### src/rtl/diff_manchester_framer.sv
// diff_manchester_framer: frames the decoded differential-Manchester bit stream.
// Hunts for SYNC_WORD, reads a length byte, then packs the payload MSB-first
// into bytes on an AXI-Stream master with tlast on the final byte.
// A length of zero or above MAX_LEN pulses len_err and returns to HUNT. An input
// tlast in the middle of a frame pulses frame_abort and returns to HUNT.
// Optional macro DIFF_FRAMER_STATS_EN enables the 16-bit wrapping frame_count.
// Without it, frame_count is tied to zero.
module diff_manchester_framer #(
  parameter int                   C_S00_AXIS_TDATA_WIDTH = 32,
  parameter int                   C_M00_AXIS_TDATA_WIDTH = 32,
  parameter int                   SYNC_BITS              = 16,
  parameter logic [SYNC_BITS-1:0] SYNC_WORD              = 16'hD391,
  parameter int                   MAX_LEN                = 255
) (
  input  logic                                  s00_axis_aclk,
  input  logic                                  s00_axis_areset,
  input  logic                                  s00_axis_tvalid,
  output logic                                  s00_axis_tready,
  input  logic [C_S00_AXIS_TDATA_WIDTH-1:0]     s00_axis_tdata,
  input  logic                                  s00_axis_tlast,
  input  logic [(C_S00_AXIS_TDATA_WIDTH/8)-1:0] s00_axis_tstrb,
  output logic                                  m00_axis_tvalid,
  input  logic                                  m00_axis_tready,
  output logic [C_M00_AXIS_TDATA_WIDTH-1:0]     m00_axis_tdata,
  output logic                                  m00_axis_tlast,
  output logic [(C_M00_AXIS_TDATA_WIDTH/8)-1:0] m00_axis_tstrb,
  output logic                                  sync_lock,
  output logic                                  len_err,
  output logic                                  frame_abort,
  output logic [15:0]                           frame_count
);

  typedef enum logic [1:0] {HUNT, LEN, PAYLOAD} state_t;

  state_t                            state;
  logic [SYNC_BITS-1:0]              sync_sr;
  logic [SYNC_BITS-1:0]              sync_next;
  logic [5:0]                        fill;
  logic [5:0]                        fill_next;
  logic [2:0]                        bit_cnt;
  logic [7:0]                        shift_sr;
  logic [7:0]                        shift_next;
  logic [7:0]                        remaining;
  logic [C_M00_AXIS_TDATA_WIDTH-1:0] tdata_q;
  logic                              tvalid_q;
  logic                              tlast_q;
  logic                              len_err_q;
  logic                              abort_q;
  logic                              din;
  logic                              take;
  logic                              final_bit;
  logic                              frame_done;
  logic                              unused_in;

  assign din       = s00_axis_tdata[0];
  assign unused_in = ^{s00_axis_tdata[C_S00_AXIS_TDATA_WIDTH-1:1], s00_axis_tstrb};

  // Handshake qualification and next values of the shift registers.
  always_comb begin
    take       = s00_axis_tvalid && s00_axis_tready;
    sync_next  = (sync_sr << 1) | SYNC_BITS'(din);
    fill_next  = (fill < 6'(SYNC_BITS)) ? fill + 6'd1 : fill;
    shift_next = {shift_sr[6:0], din};
    final_bit  = (state == PAYLOAD) && (bit_cnt == 3'd7) && (remaining == 8'd1);
    frame_done = take && final_bit;
  end

  // Stall input only when a completed byte has nowhere to go.
  assign s00_axis_tready = !((state == PAYLOAD) && (bit_cnt == 3'd7) &&
                             tvalid_q && !m00_axis_tready);

  // Frame FSM with the single-entry output register and status pulses.
  always_ff @(posedge s00_axis_aclk or posedge s00_axis_areset) begin
    if (s00_axis_areset) begin
      state     <= HUNT;
      sync_sr   <= '0;
      fill      <= '0;
      bit_cnt   <= '0;
      shift_sr  <= '0;
      remaining <= '0;
      tdata_q   <= '0;
      tvalid_q  <= 1'b0;
      tlast_q   <= 1'b0;
      len_err_q <= 1'b0;
      abort_q   <= 1'b0;
    end else begin
      len_err_q <= 1'b0;
      abort_q   <= 1'b0;
      if (tvalid_q && m00_axis_tready) begin
        tvalid_q <= 1'b0;
        tlast_q  <= 1'b0;
      end
      // The sync hunter is idle outside HUNT; holding it clear there makes
      // every entry to HUNT start from an empty register and fill count.
      if (state != HUNT) begin
        sync_sr <= '0;
        fill    <= '0;
      end
      if (take) begin
        case (state)
          HUNT: begin
            sync_sr <= sync_next;
            fill    <= fill_next;
            if ((fill_next >= 6'(SYNC_BITS)) && (sync_next == SYNC_WORD)) begin
              state   <= LEN;
              bit_cnt <= '0;
            end
          end
          LEN: begin
            shift_sr <= shift_next;
            bit_cnt  <= bit_cnt + 3'd1;
            if (s00_axis_tlast) begin
              abort_q <= 1'b1;
              state   <= HUNT;
              bit_cnt <= '0;
            end else if (bit_cnt == 3'd7) begin
              bit_cnt <= '0;
              if ((shift_next == 8'd0) || (int'(shift_next) > MAX_LEN)) begin
                len_err_q <= 1'b1;
                state     <= HUNT;
              end else begin
                remaining <= shift_next;
                state     <= PAYLOAD;
              end
            end
          end
          PAYLOAD: begin
            shift_sr <= shift_next;
            bit_cnt  <= bit_cnt + 3'd1;
            if (s00_axis_tlast && !final_bit) begin
              abort_q <= 1'b1;
              state   <= HUNT;
              bit_cnt <= '0;
            end else if (bit_cnt == 3'd7) begin
              tdata_q   <= C_M00_AXIS_TDATA_WIDTH'(shift_next);
              tvalid_q  <= 1'b1;
              tlast_q   <= (remaining == 8'd1);
              remaining <= remaining - 8'd1;
              if (remaining == 8'd1) begin
                state <= HUNT;
              end
            end
          end
          default: state <= HUNT;
        endcase
      end
    end
  end

  assign m00_axis_tvalid = tvalid_q;
  assign m00_axis_tdata  = tdata_q;
  assign m00_axis_tlast  = tlast_q;
  assign m00_axis_tstrb  = '1;
  assign sync_lock       = (state != HUNT);
  assign len_err         = len_err_q;
  assign frame_abort     = abort_q;

`ifdef DIFF_FRAMER_STATS_EN
  logic [15:0] frame_cnt_q;

  // Wrapping count of completed frames.
  always_ff @(posedge s00_axis_aclk or posedge s00_axis_areset) begin
    if (s00_axis_areset) begin
      frame_cnt_q <= '0;
    end else if (frame_done) begin
      frame_cnt_q <= frame_cnt_q + 16'd1;
    end
  end

  assign frame_count = frame_cnt_q;
`else
  logic unused_done;
  assign unused_done = frame_done;
  assign frame_count = '0;
`endif

endmodule

### config.mk
export PLATFORM = sky130hd
export DESIGN_NAME = diff_manchester_framer
export DESIGN_NICKNAME = d
export VERILOG_FILES = /design/src/rtl/diff_manchester_framer.sv
export SDC_FILE = /design/constraint.sdc
export NUM_CORES = 1
export LEC_CHECK = 0
export ABC_AREA = 1
export CORE_UTILIZATION = 35
export CTS_CLUSTER_DIAMETER = 80
export DETAILED_ROUTE_END_ITERATION = 10
export PLACE_DENSITY_LB_ADDON = 0.12
export SETUP_SLACK_MARGIN = 0.15
export SLEW_MARGIN = 20
export SYNTH_ARGS = -nofsm -noshare
export SYNTH_HDL_FRONTEND = slang
export SYNTH_SLANG_ARGS = --single-unit
### constraint.sdc
create_clock -name s00_axis_aclk -period 3.4 [get_ports s00_axis_aclk]
set_input_delay 0.34 -clock s00_axis_aclk [delete_from_list [all_inputs] [get_ports s00_axis_aclk]]
set_output_delay 0.34 -clock s00_axis_aclk [all_outputs]
set_load 0.02 [all_outputs]
**Run 1: the metal 1 layer**

Supply wires on this layer in gray.
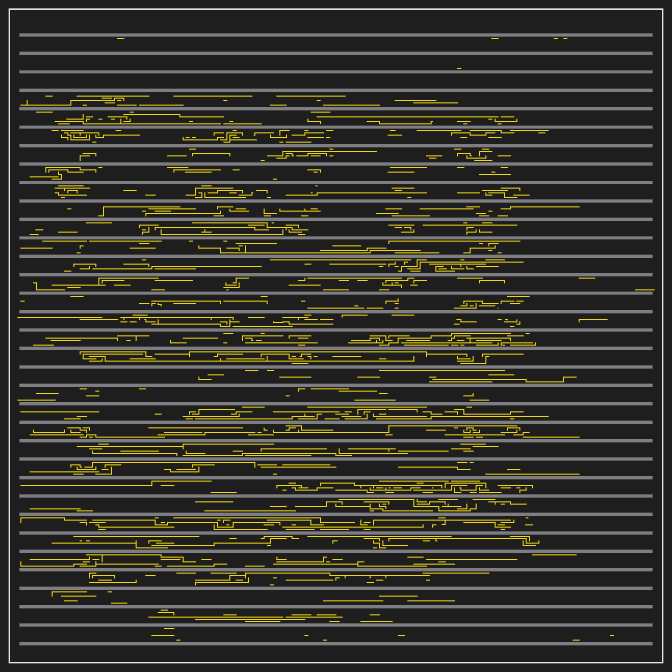
The layer carries 3120 um of wire. 354 nets have wire on it. The longest straight run is 45.5 um. The wires run mostly horizontal.
Total Wirelength: 6030 um
met1 usage: 21.8%
via count: 2282

**Run 1: wire density map**

19 x 19 tiles, from black (low) to pale yellow (high), scaled to the fullest tile. Values are wire area over tile area, all layers added.
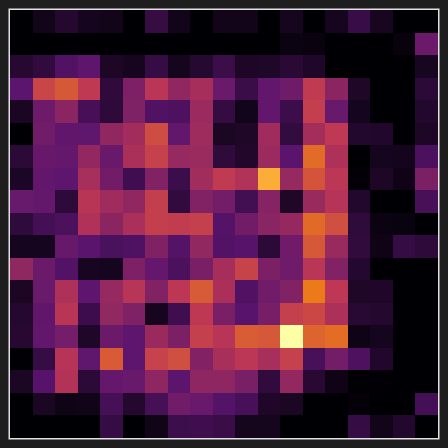
The emptiest ninth of the die: upper right. 19% of the tiles are nearly empty. The mean over all tiles is 0.10. The fullest tile reaches 0.45. 10% of the tiles are over half the peak.
wire per inst: 11.8 um
GRT Total Usage: 14.4%

**Run 1: cells colored by class**

Bar = 20 um. Fill, decap, tap and diode cells in gray.
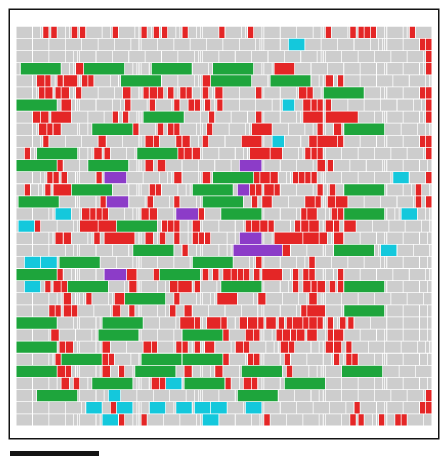
remaining buffers and delay cells: in cyan, cells 22. clock drivers and dummy loads: in purple, cells 8. registers: in green, cells 53. remaining logic cells: in red, cells 324.
Final Util: 39.8%
FP Rows: 33
design area: 3330 um^2
flop share of the area: 39.8%

**Run 1: cell placement**

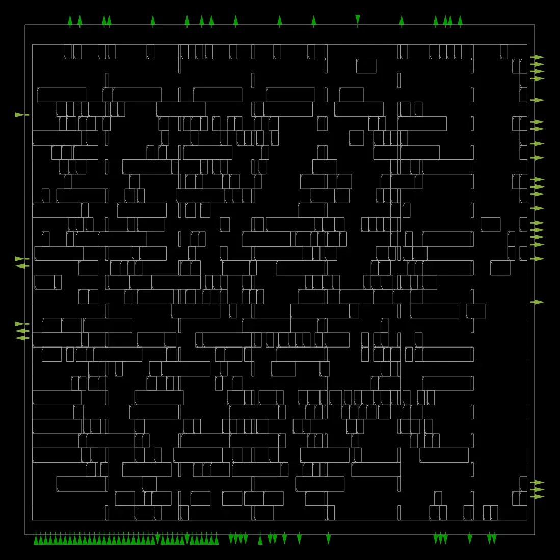
Tap Count: 105
core area: 8380 um^2
Flop Count: 53

[run 1: cells in the mapped netlist]
master and n:
nand3b_1 1, nand4_1 7, inv_1 34, inv_2 6, a31oi_1 1, buf_4 44, a21boi_4 1, nor2_2 1
nand2_4 3, nor2_1 22, dfrtp_1 53, a21boi_0 1, or2_2 1, o21ai_1 21, nand2_2 5, o21ai_2 3
o21ai_0 23, nand3_2 1, nor3_1 3, inv_4 1, buf_6 2, nand3_4 1, clkinv_2 1, nor2_8 1
xor2_1 1, nor3b_1 1, buf_2 5, nand3_1 21, conb_1 2, a21oi_1 6, clkbuf_1 4, nand2_1 102
clkinv_1 1, nor2_4 1, ha_1 9
[run 1: state kept, by name, summed over array words and instances, names as in the netlist]
name             count
fill                 6
sync_sr             15
shift_sr             7
frame_abort          1
bit_cnt              3
remaining            8
m00_axis_tlast       1
m00_axis_tdata       8
m00_axis_tvalid      1
state                2
len_err              1
[run 1: final cells by class]
type | instances | area, um^2
well taps | 105 | 131
fillers | 862 | 5050
clock inverters | 2 | 37.5
clock buffers | 6 | 82.6
flip-flops and latches | 53 | 1330
inverters | 43 | 165
repair buffers | 22 | 213
multi-input cells | 281 | 1380
[run 1: metal layers]
metal	up-vias	routed length [um]	part of all wire [%]	GRT usage, %
met5	-	0	0	0
li1	1181	-	-	-
met2	46	2660	44	21.7
met1	1053	3120	52	21.8
met3	2	220	3.6	2.13
met4	0	24	0.40	2.99
[run 1: report_power, final]
part	total (uW)	switching [uW]	internal (uW)
Sequential	833	87.5	746
Clock	455	216	240
Combinational	864	595	269
[run 1: tightest hold or removal path, cell delays in order (launching register included)]
cell	delay, ns
dfrtp_1	0.35
nand2_1	0.06
inv_1	0.04
==> impl_metrics.json, run 1 <==
{
  "post-route-period-util_pct": 69.9,
  "crit_chain": "inv_1 -> ha_1 -> buf_4 -> nand2_2 -> inv_4 -> nand2_4 -> clkdlybuf4s50_1",
  "die_w_um": 96.2,
  "area_leaders": "dfrtp_1 43%, nand2_1 12%, buf_4 11%, inv_1 4.1%, o21ai_0 3.7%",
  "min_to": "fill[5]$_DFF_PP0_",
  "ys_cells": 390,
  "io_pins": 99,
  "grt_max_degree": 54,
  "first_pass_iters": 4,
  "fin_hold_ws_ns": 0.478,
  "p_leak_uw": 0.00168,
  "fin_skew_ns": 0.00643,
  "place_worst_setup_slack_ns": 1.01,
  "crit_path_end": "s00_axis_tready",
  "slowest_delay_ns": 0.55,
  "gp_congestion": 0.782,
  "whs_path_depth": 2,
  "clkTransAtPathRegs_ns": 0.10,
  "layout_top_cell": "nand2_1",
  "ys_sh_adder_pct": 3.63,
  "syn-cell-area_um2": 3100,
  "arrival_ns": 2.04,
  "final_nets": 456,
  "clock_latency_ns": 0.30,
  "worstSetupPathType": "reg -> out",
  "drtIter0Drc": 102,
  "die_h_um": 96.2,
  "clockBufferDepth": 2,
  "synth-simple-area-share_pct": 25.2,
  "ant_nets": 0,
  "diodes": 0,
  "synth.comb.largest_family": "simple AND/OR/NAND/NOR gates",
  "tightest_slew_ns": 0.688,
  "dp_hpwl_um": 4320,
  "cts_resized": 0,
  "critPathLaunchType": "flop",
  "cts-root-buf": "clkbuf_8",
  "cts_setup_buffers": 0,
  "p_per_area_nw_per_um2": 646,
  "ys_chip_area_um2": 3100,
  "fin_ws_ns": 1.02,
  "worst-path-buf-inv": 4,
  "hold_path.class": "reg -> reg",
  "hold_viol": 0,
  "grt_pass1_vias": 2033,
  "via_per_inst": 4.46,
  "synth_flops": 53,
  "dpl_cell_area_um2": 3210,
  "final_max_slew_viol_count": 0,
  "ir_drop_mv": 0.391,
  "hold_buffers": 0,
  "synthAoiAreaFrac_pct": 9.96,
  "syn_area_per_cell_um2": 7.96,
  "status": "complete, no violations",
  "worst-path-stages": 7,
  "r2r_cells": 14,
  "fp_util_pct": 37.0,
  "critical_path_required_ns": 3.06,
  "maxSlewHeadroom_pct": 54.1,
  "io_buffers": 19,
  "total_power_uw": 2150,
  "clock-sinks": 53,
  "rrSetupSlack_ns": 1.04,
  "cts_tree": "yes",
  "synth_cells": 390,
  "ys_sh_mux_pct": 0,
  "cp-end-kind": "output pin",
  "rsz0062_at_grt": "false",
  "drc": 0,
  "h-tree-depth": 2,
  "antenna_found_initial": 0,
  "die_area_um2": 9250,
  "final_cells": 512,
  "grt_first_pass_wirelength_um": 10200,
  "areaGrowthSynthToFinish_pct": 7.38,
  "setup-violations-final": 0,
  "worstHoldStart": "fill[5]$_DFF_PP0_",
  "openroad.warnings": 65,
  "xor_area_share_pct": 0.282,
  "largest_area_cell": "dfrtp_1",
  "ys_warn_count": 0,
  "path_delay_family": "buffers and inverters",
  "final_cell_mix": "102 x nand2_1, 53 x dfrtp_1, 44 x conb_1, 33 x inv_1, 23 x o21ai_0",
  "max_freq_mhz": 421,
  "ys_types": 35,
  "critPathMaxFanout": 21,
  "overflow": 0,
  "cap_violations": 0,
  "numCtsBuffers": 5,
  "top_cell_area_share_pct": 42.7,
  "rr_endpoint": "remaining[3]$_DFFE_PP0P_",
  "worstSetupStartpoint": "state[0]$_DFFE_PP0P_",
  "layout_min_cycle_time_ns": 2.38,
  "fin_tns_setup_ns": 0,
  "ys_seq_share_pct": 42.7,
  "dp_cells": 504,
  "drive_gt1_share_pct": 9.34,
  "rr_startpoint": "state[0]$_DFFE_PP0P_",
  "cp_slowest_cell": "clkdlybuf4s50_1"
}
**Run 1: metal layers overlaid**

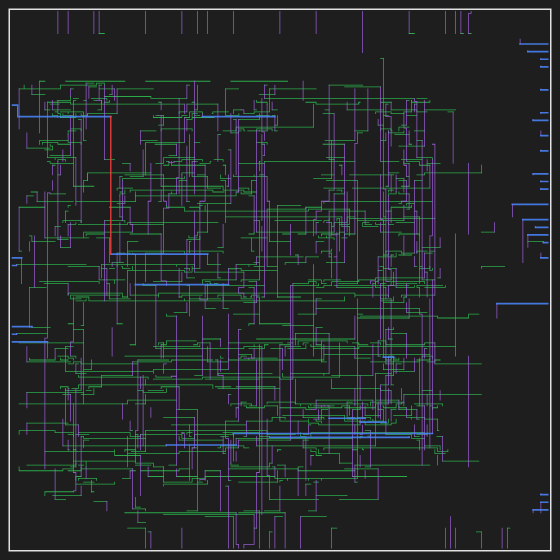

==> run 2: changes to the inputs <==
- clock period: 3.4 -> 1.98 ns (I/O delays scaled with it)
**Run 2: metal layers overlaid**

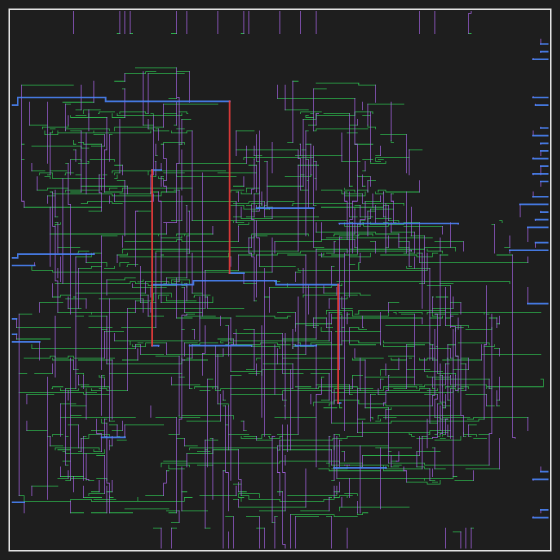
M4: in red, wire length 83.0 um. M3: in blue, wire length 226 um. M1: in green, wire length 3090 um. M2: in purple, wire length 2760 um.
via count: 2339
wire per inst: 11.7 um
GRT Total Usage: 14.5%

==> run 2 against run 1 <==
  * Area after synthesis is the same
  * Sequential cell count is the same
  * Clock-buffer cell count shrank 1
==> impl_metrics.json, run 2 <==
{
  "layout_min_cycle_time_ns": 1.77,
  "regMostFlops": "sync_sr",
  "signal_buffers": 36,
  "clock_area_share_pct": 2.93,
  "p_int_uw": 2130,
  "synthAoiAreaFrac_pct": 9.96,
  "cts_tree": "yes",
  "setup-violations-final": 0,
  "ir_drop_mv": 0.360,
  "status": "complete, no violations",
  "n_all_inverters": 43,
  "ys_sh_mux_pct": 0,
  "hold_viol": 0,
  "comb_area_share_pct": 40.5,
  "met3_wirelength_um": 225,
  "ant_nets": 0,
  "total_power_uw": 3750,
  "top_cell_area_share_pct": 42.7,
  "antenna_found_initial": 0,
  "drtIter0Drc": 81,
  "h-tree-depth": 2,
  "ys_cells": 390,
  "use_met3_pct": 2.76,
  "register_area_um2": 1330,
  "xor_area_share_pct": 0.282,
  "hold_buffers": 0,
  "grt_max_degree": 26,
  "io_buffers": 19,
  "areaGrowthSynthToFinish_pct": 13.0,
  "cap_violations": 0,
  "final_max_slew_viol_count": 0,
  "io_pins": 99,
  "p_leak_uw": 0.00178,
  "hold_path.class": "in -> async",
  "common_cells": "102 x nand2_1, 53 x dfrtp_1, 44 x buf_4",
  "critical_path_required_ns": 2.20,
  "area_leaders": "dfrtp_1 43%, nand2_1 12%, buf_4 11%, inv_1 4.1%, o21ai_0 3.7%",
  "dp_hpwl_um": 4540,
  "pwr-share-comb_pct": 43.9,
  "drc": 0,
  "syn_area_per_cell_um2": 7.96,
  "max_freq_mhz": 566,
  "nMultiInputCombCells": 281,
  "final_cell_mix": "97 x nand2_1, 53 x dfrtp_1, 44 x conb_1, 33 x inv_1, 23 x o21ai_0",
  "synth_flops": 53,
  "openroad.warnings": 67,
  "first_pass_iters": 4,
  "fin_skew_ns": 0.0145,
  "wl_um": 6160,
  "crit_chain": "ha_2 -> ha_4 -> nand2_4 -> inv_8 -> nand2_4 -> nand2_4 -> nor2_8 -> nand2_2 -> nor2_2 -> nand2_2 -> clkbuf_16 -> nand2_2 -> nand2_1",
  "dominant_cells": "combinational gates",
  "critPathLaunchType": "flop",
  "grt_use_met2_pct": 22.4,
  "grt_pass1_vias": 2130,
  "wl_met2_um": 2760,
  "clock-sinks": 53,
  "die_w_um": 96.2,
  "numCtsBuffers": 5,
  "dpl_cell_area_um2": 3290,
  "grt_first_pass_wirelength_um": 10200,
  "cp-end-kind": "flop",
  "taps": 105,
  "synth.comb.largest_family": "simple AND/OR/NAND/NOR gates",
  "ys_chip_area_um2": 3100,
  "ys_seq_share_pct": 42.7,
  "die_area_um2": 9250,
  "slowest_delay_ns": 0.41,
  "gr-usage-met1_pct": 20.4,
  "routed.top_layer": "met4",
  "cp_slowest_cell": "dfrtp_1",
  "fp_util_pct": 37.0,
  "ys_warn_count": 0,
  "buffer_area_share_pct": 10.1,
  "synth_top_flop_cell": "dfrtp_1"
}
**Run 2: cells colored by class**

Bar = 20 um. Fill, decap, tap and diode cells in gray.
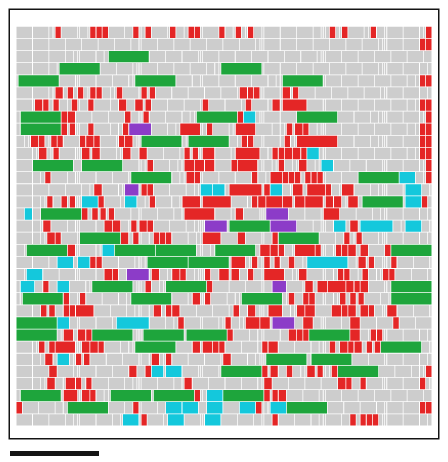
registers: in green, cells 53. remaining logic cells: in red, cells 324. clock drivers and dummy loads: in purple, cells 8. remaining buffers and delay cells: in cyan, cells 36.
Final Util: 41.8%
design area: 3510 um^2
flop share of the area: 37.8%

-- run 2: path summary, 6_finish.rpt --
check / from / endpoint / cells after the start
min: s00_axis_areset / fill[3]$_DFF_PP0_ / 2
max: bit_cnt[0]$_DFFE_PP0P_ / remaining[0]$_DFFE_PP0P_ / 13
min in group s00_axis_aclk: fill[5]$_DFF_PP0_ / fill[5]$_DFF_PP0_ / 2
max in group asynchronous: s00_axis_areset / len_err$_DFF_PP0_ / 3
min reg2reg: fill[5]$_DFF_PP0_ / fill[5]$_DFF_PP0_ / 2
max reg2reg: bit_cnt[0]$_DFFE_PP0P_ / remaining[0]$_DFFE_PP0P_ / 13
-- run 2: repair_timing --
action,CTS,global route
buffers inserted,0,6
pin swaps,0,12
gates cloned,0,1
endpoints found under the setup margin,11,27
gates resized,6,13
-- run 2: cells by family (layout without fill, tap and decap cells) --
logic type / after synthesis / in the layout
and+or+nand+nor: 171 / 171
buffers and inverters: 98 / 87
other: 2 / 44
adders and majority gates: 9 / 9
xor gates and xnor gates: 1 / 1
DFF: 53 / 53
AOI/OAI and AO/OA: 56 / 56
-- run 2: metrics by stage --
step                hold WS (ns)  worst slack [ns]  std cells
finish                     0.173             0.214        526
floorplan                  0.279             0.175        432
global placement           0.454             0.120        511
global route               0.226            0.0921        526
CTS                        0.181            0.0815        519
detailed placement         0.457             0.113        511
-- run 2: power by group through the flow --
stage | combinational [uW] | clock, uW | sequential (uW)
detailed placement | 1560 | 0 | 1460
global route | 1890 | 743 | 1460
floorplan | 1250 | 0 | 1420
finish | 1650 | 677 | 1430
global placement | 1550 | 0 | 1450
CTS | 1560 | 709 | 1430
Power figures rest on the tool's default switching activity, not on a simulated workload.
